==> images/pins.png <==
Bar = 20 um. Pins as bars across the die edge, other pins in grey.
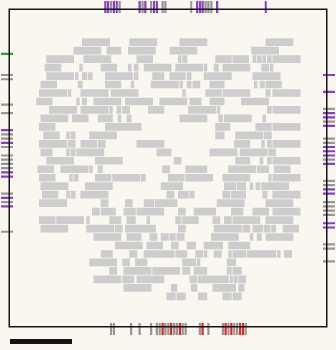
==> images/final_clocks.png <==
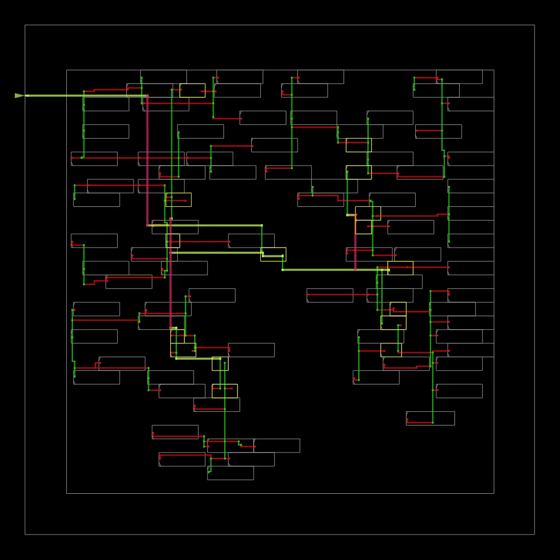
==> images/wire_density.png <==
20 x 20 tiles, from white (low) to dark blue (high), scaled to the fullest tile. Values are wire area over tile area, all layers added.
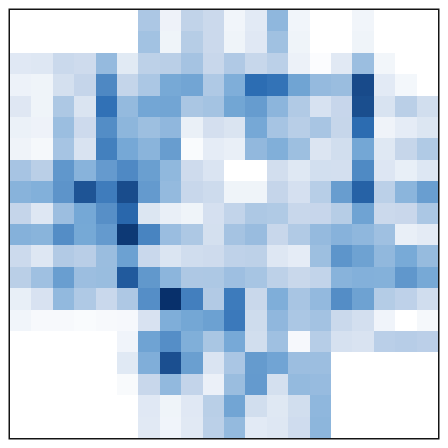
## src/rtl/irq_pkg.sv

```systemverilog
// Shared types and helpers for the interrupt sequencer: FSM state encoding,
// source-index width and the ISR vector-address function.
package irq_pkg;

  localparam int IRQ_ID_W = 4;

  typedef enum logic [1:0] {
    S_IDLE   = 2'd0,
    S_ENTER  = 2'd1,
    S_IN_ISR = 2'd2,
    S_RETURN = 2'd3
  } irq_state_e;

  // ISR entry address for a source; wraps modulo 2^32.
  function automatic logic [31:0] vec_addr(input logic [31:0]         base,
                                            input logic [31:0]         stride,
                                            input logic [IRQ_ID_W-1:0] id);
    logic [31:0] id_ext;
    id_ext = {{(32-IRQ_ID_W){1'b0}}, id};
    return base + (id_ext * stride);
  endfunction

endpackage

```

## src/rtl/irq_priority_arbiter.sv

```systemverilog
// Combinational winner selection over the pending set. Lowest index wins by
// default; with IRQ_ROUND_ROBIN_EN the search starts at rr_ptr and wraps.
module irq_priority_arbiter
  import irq_pkg::*;
#(
  parameter int NUM_IRQ = 8
) (
  input  logic [NUM_IRQ-1:0]  pend,
`ifdef IRQ_ROUND_ROBIN_EN
  input  logic [IRQ_ID_W-1:0] rr_ptr,
`endif
  output logic [IRQ_ID_W-1:0] winner,
  output logic                valid
);

`ifdef IRQ_ROUND_ROBIN_EN
  logic [2*NUM_IRQ-1:0] rot_s;
  logic [IRQ_ID_W:0]    offs_s;
  logic [IRQ_ID_W:0]    sum_s;

  assign rot_s = {pend, pend} >> rr_ptr;

  // Lowest set bit of the rotated view is the first eligible source at or after rr_ptr.
  always_comb begin
    offs_s = '0;
    valid  = 1'b0;
    for (int j = NUM_IRQ - 1; j >= 0; j--) begin
      if (rot_s[j]) begin
        offs_s = (IRQ_ID_W+1)'(j);
        valid  = 1'b1;
      end else begin
        offs_s = offs_s;
      end
    end
    sum_s = {1'b0, rr_ptr} + offs_s;
    if (sum_s >= (IRQ_ID_W+1)'(NUM_IRQ)) begin
      sum_s = sum_s - (IRQ_ID_W+1)'(NUM_IRQ);
    end else begin
      sum_s = sum_s;
    end
    winner = sum_s[IRQ_ID_W-1:0];
  end
`else
  // Fixed priority: scan from the top so the lowest pending index is left standing.
  always_comb begin
    winner = '0;
    valid  = 1'b0;
    for (int i = NUM_IRQ - 1; i >= 0; i--) begin
      if (pend[i]) begin
        winner = IRQ_ID_W'(i);
        valid  = 1'b1;
      end else begin
        winner = winner;
      end
    end
  end
`endif

endmodule

```

## src/rtl/irq_sequencer.sv

```systemverilog
// Interrupt entry/return sequencer beside the fetch stage. Optional round-robin
// arbitration is selected with the IRQ_ROUND_ROBIN_EN macro.
module irq_sequencer
  import irq_pkg::*;
#(
  parameter int          NUM_IRQ    = 8,
  parameter logic [31:0] VEC_BASE   = 32'h0000_0100,
  parameter int          VEC_STRIDE = 4
) (
  input  logic                CLK,
  input  logic                RESET_N,
  input  logic [NUM_IRQ-1:0]  IRQ_REQ,
  input  logic [NUM_IRQ-1:0]  IRQ_ENABLE,
  input  logic [31:0]         CURRENT_PC,
  input  logic                INSTR_BOUNDARY,
  input  logic                MRET,
  output logic                ISR_SEL_OUT,
  output logic [31:0]         TARGET_PC,
  output logic                FLUSH,
  output logic [NUM_IRQ-1:0]  IRQ_ACK,
  output logic [IRQ_ID_W-1:0] ACTIVE_ID,
  output logic                BUSY
);

  irq_state_e            state_r, state_nxt_s;
  logic [NUM_IRQ-1:0]    pend_s;
  logic [IRQ_ID_W-1:0]   winner_s;
  logic                  valid_s;
  logic                  take_s;
  logic [31:0]           lr_r;
  logic [IRQ_ID_W-1:0]   id_r;
  logic                  sel_r, sel_nxt_s;
  logic                  busy_r, busy_nxt_s;
  logic [31:0]           target_r, target_nxt_s;
  logic [NUM_IRQ-1:0]    ack_r, ack_nxt_s;

  assign pend_s = IRQ_REQ & IRQ_ENABLE;
  assign take_s = (state_r == S_IDLE) && valid_s && INSTR_BOUNDARY;

`ifdef IRQ_ROUND_ROBIN_EN
  logic [IRQ_ID_W-1:0] rr_ptr_r;

  // Pointer moves past the source just granted so it yields next time.
  always_ff @(posedge CLK or negedge RESET_N) begin
    if (!RESET_N) begin
      rr_ptr_r <= '0;
    end else if (take_s) begin
      if (winner_s == IRQ_ID_W'(NUM_IRQ - 1)) begin
        rr_ptr_r <= '0;
      end else begin
        rr_ptr_r <= winner_s + IRQ_ID_W'(1);
      end
    end
  end

  irq_priority_arbiter #(.NUM_IRQ(NUM_IRQ)) u_arb (
    .pend   (pend_s),
    .rr_ptr (rr_ptr_r),
    .winner (winner_s),
    .valid  (valid_s)
  );
`else
  irq_priority_arbiter #(.NUM_IRQ(NUM_IRQ)) u_arb (
    .pend   (pend_s),
    .winner (winner_s),
    .valid  (valid_s)
  );
`endif

  // Next state plus next values of the registered Moore outputs.
  always_comb begin
    state_nxt_s  = state_r;
    sel_nxt_s    = 1'b0;
    busy_nxt_s   = 1'b0;
    target_nxt_s = 32'h0000_0000;
    ack_nxt_s    = '0;
    case (state_r)
      S_IDLE: begin
        if (take_s) begin
          state_nxt_s = S_ENTER;
        end else begin
          state_nxt_s = S_IDLE;
        end
      end
      S_ENTER:  state_nxt_s = S_IN_ISR;
      S_IN_ISR: begin
        if (MRET) begin
          state_nxt_s = S_RETURN;
        end else begin
          state_nxt_s = S_IN_ISR;
        end
      end
      S_RETURN: state_nxt_s = S_IDLE;
      default:  state_nxt_s = S_IDLE;
    endcase

    case (state_nxt_s)
      S_ENTER: begin
        sel_nxt_s    = 1'b1;
        busy_nxt_s   = 1'b1;
        target_nxt_s = vec_addr(VEC_BASE, 32'(VEC_STRIDE), winner_s);
        ack_nxt_s    = NUM_IRQ'(1) << winner_s;
      end
      S_IN_ISR: busy_nxt_s = 1'b1;
      S_RETURN: begin
        sel_nxt_s    = 1'b1;
        busy_nxt_s   = 1'b1;
        target_nxt_s = lr_r;
      end
      default: busy_nxt_s = 1'b0;
    endcase
  end

  // State, link register, frozen winner and output registers.
  always_ff @(posedge CLK or negedge RESET_N) begin
    if (!RESET_N) begin
      state_r  <= S_IDLE;
      lr_r     <= 32'h0000_0000;
      id_r     <= '0;
      sel_r    <= 1'b0;
      busy_r   <= 1'b0;
      target_r <= 32'h0000_0000;
      ack_r    <= '0;
    end else begin
      state_r  <= state_nxt_s;
      sel_r    <= sel_nxt_s;
      busy_r   <= busy_nxt_s;
      target_r <= target_nxt_s;
      ack_r    <= ack_nxt_s;
      if (take_s) begin
        lr_r <= CURRENT_PC;
        id_r <= winner_s;
      end
    end
  end

  assign ISR_SEL_OUT = sel_r;
  assign FLUSH       = sel_r;
  assign TARGET_PC   = target_r;
  assign IRQ_ACK     = ack_r;
  assign ACTIVE_ID   = id_r;
  assign BUSY        = busy_r;

endmodule
```

## config.mk

```make
export PLATFORM = sky130hd
export DESIGN_NAME = irq_sequencer
export DESIGN_NICKNAME = d
export VERILOG_FILES = /design/src/rtl/irq_pkg.sv /design/src/rtl/irq_priority_arbiter.sv /design/src/rtl/irq_sequencer.sv
export SDC_FILE = /design/constraint.sdc
export NUM_CORES = 1
export LEC_CHECK = 0
export CAP_MARGIN = 25
export CORE_MARGIN = 8
export CORE_UTILIZATION = 43
export CTS_CLUSTER_DIAMETER = 120
export DETAILED_ROUTE_END_ITERATION = 8
export DONT_BUFFER_PORTS = 1
export MAX_ROUTING_LAYER = met4
export SLEW_MARGIN = 15
export SYNTH_ARGS = -nofsm -noshare
export SYNTH_HDL_FRONTEND = slang
export SYNTH_HIERARCHICAL = 1
export SYNTH_SLANG_ARGS = --single-unit
```

## constraint.sdc

```tcl
create_clock -name CLK -period 1.6 [get_ports CLK]
set_input_delay 0.32 -clock CLK [delete_from_list [all_inputs] [get_ports CLK]]
set_output_delay 0.32 -clock CLK [all_outputs]
set_load 0.05 [all_outputs]
```

==> flow_summary.ini <==
; yosys + openroad results
[status]
status = finished, violations left
violations = negative hold slack

[sta]
drv_slew = 0
grt_setup_unrepaired = false
period_needed_ps = 1500
max_freq_mhz = 666
hold_violations = 79
hold_slack_ps = -334
slew_headroom_pct = 65.9
post-route-period-util_pct = 93.8

[job]
warning_count = 30

[detailed_routing]
drtAntennaViolNets = 0
drc = 0
vias = 1856
drt-met1-wl_um = 3060
top_layer = met4
drt_iter0_drc = 46
drt_wl_total_um = 6780
drt-vias-per-instance = 5.08

[grt]
grt_antenna_before_repair = 0
gr-usage-met2_pct = 20.9
grt_usage_pct = 14.4
gr-total-overflow = 0
grt-busiest-layer = met2
met1_usage_pct = 17.8
grt_pass1_wl_um = 11000

[setup_path]
slowest_delay_ps = 340
r2r.worst_path.cells = 6
worstSetupPathType = in -> reg
cp_data_required_time_ps = 1830
arrival_ps = 1730
cp_num_buf_inv = 2

[synth]
syn-num-nets = 294
common_cells = dfrtp_1, mux2_2, a21oi_1
top_area_cell = dfrtp_1
synth-main-ff-cell = dfrtp_1
synth.most_common_cell = dfrtp_1
synth-async-reset-ratio_pct = 100
synth.distinct_cells = 30
syn_avg_cell_area_um2 = 13.1
synth_stat.cells = 240
ys_seq_share_pct = 63.0
netlist_area_um2 = 3140
ys_chip_area_um2 = 3140

[cells_and_area]
lay_top_count = dfrtp_1
final_cell_mix = dfrtp_1, a21oi_1, nand2_1, mux2_4, buf_4
buffer_area_share_pct = 7.44
area_growth_pct = 22.1
clk_share_pct = 4.96
fillers = 615
final_cells = 365
final_nets = 315
sh_comb_area_pct = 32.5
inverters = 3
post-route-util_pct = 53.4
seq_area_share_pct = 51.6
antenna_cells = 0
dominant_cells = sequential cells

[floorplanning]
dieArea_um2 = 10300
fp-utilization_pct = 43.7
chipWidth_um = 101
dieHeight_um = 101
core_um2 = 7180
rows = 31

[pwr]
pg_seq_mw = 4.31
finalPower_mw = 8.65
p_per_area_nw_per_um2 = 2260

[clock_tree]
ctsLongestPathBuffers = 2
numCtsBuffers = 9
cts-root-buf = clkbuf_8

[place]
dpl.cell_count = 345
hpwl_um = 4710
-- pins.png (at the start) --
[CLK] green | pins: 1 | direction: input | edge: left
[TARGET_PC] purple | pins: 32 | direction: output | edge: 13 right, 13 top, 6 left
[IRQ_REQ] red | pins: 8 | direction: input | edge: bottom
all pins by edge: 28 bottom, 27 right, 23 top, 21 left

-- final_clocks.png (at the start) --
Clock Skew: 7.90 ps
registers: 79
later-pin clock latency in the skew report: 340 ps
final-layout clock buffer total: 10

-- wire_density.png (at the start) --
fullest tile: 0.39
nearly empty tiles: 19%
tiles over half the peak: 17%

-- kinds of logic after synthesis --
kind of cell	after synthesis	synth area share [%]
buffers and inverters	21	3.15
other	1	0.119
flip-flops	79	63.0
multiplexers	39	13.9
adder cells (fa/ha/maj)	2	0.797
AND/OR/NAND/NOR	53	9.17
AND-OR/OR-AND	45	9.92
-- what timing repair did --
action | in CTS | in global routing
endpoints found under the hold margin | 79 | 79
pin swaps | 1 | 1
setup buffers | 3 | 0
endpoints found under the setup margin | 2 | 29
gates resized | 1 | 2
cloned | 1 | 0
-- path summary, 6_finish.rpt --
| path | startpoint | endpoint | slack [ps] |
|---|---|---|---|
| max | IRQ_REQ[3] | lr_r[1]$_DFFE_PN0P_ | 100 |
| min | RESET_N | TARGET_PC[30]$_DFF_PN0_ | -330 |
| min in group CLK | CURRENT_PC[27] | lr_r[27]$_DFFE_PN0P_ | 120 |
| min reg2reg | lr_r[11]$_DFFE_PN0P_ | TARGET_PC[11]$_DFF_PN0_ | 500 |
| max in group asynchronous | RESET_N | lr_r[1]$_DFFE_PN0P_ | 1830 |
| max reg2reg | state_r[1]$_DFF_PN0_ | lr_r[16]$_DFFE_PN0P_ | 100 |
-- through the flow --
step,setup WS [ps],cell area (um2),TNS (ps)
4_1_cts,11.4,3820,0
6_report,98.7,3830,0
3_5_place_dp,-256,3580,-5010
2_1_floorplan,-61.7,3360,-1510
3_3_place_gp,-258,3580,-4820
5_1_grt,25.2,3830,0
-- registers in the layout, indices dropped and copies added, names as in the netlist --
| register | cells |
|---|---|
| ACTIVE_ID | 4 |
| BUSY | 1 |
| FLUSH | 1 |
| IRQ_ACK | 8 |
| TARGET_PC | 32 |
| lr_r | 32 |
| state_r | 1 |
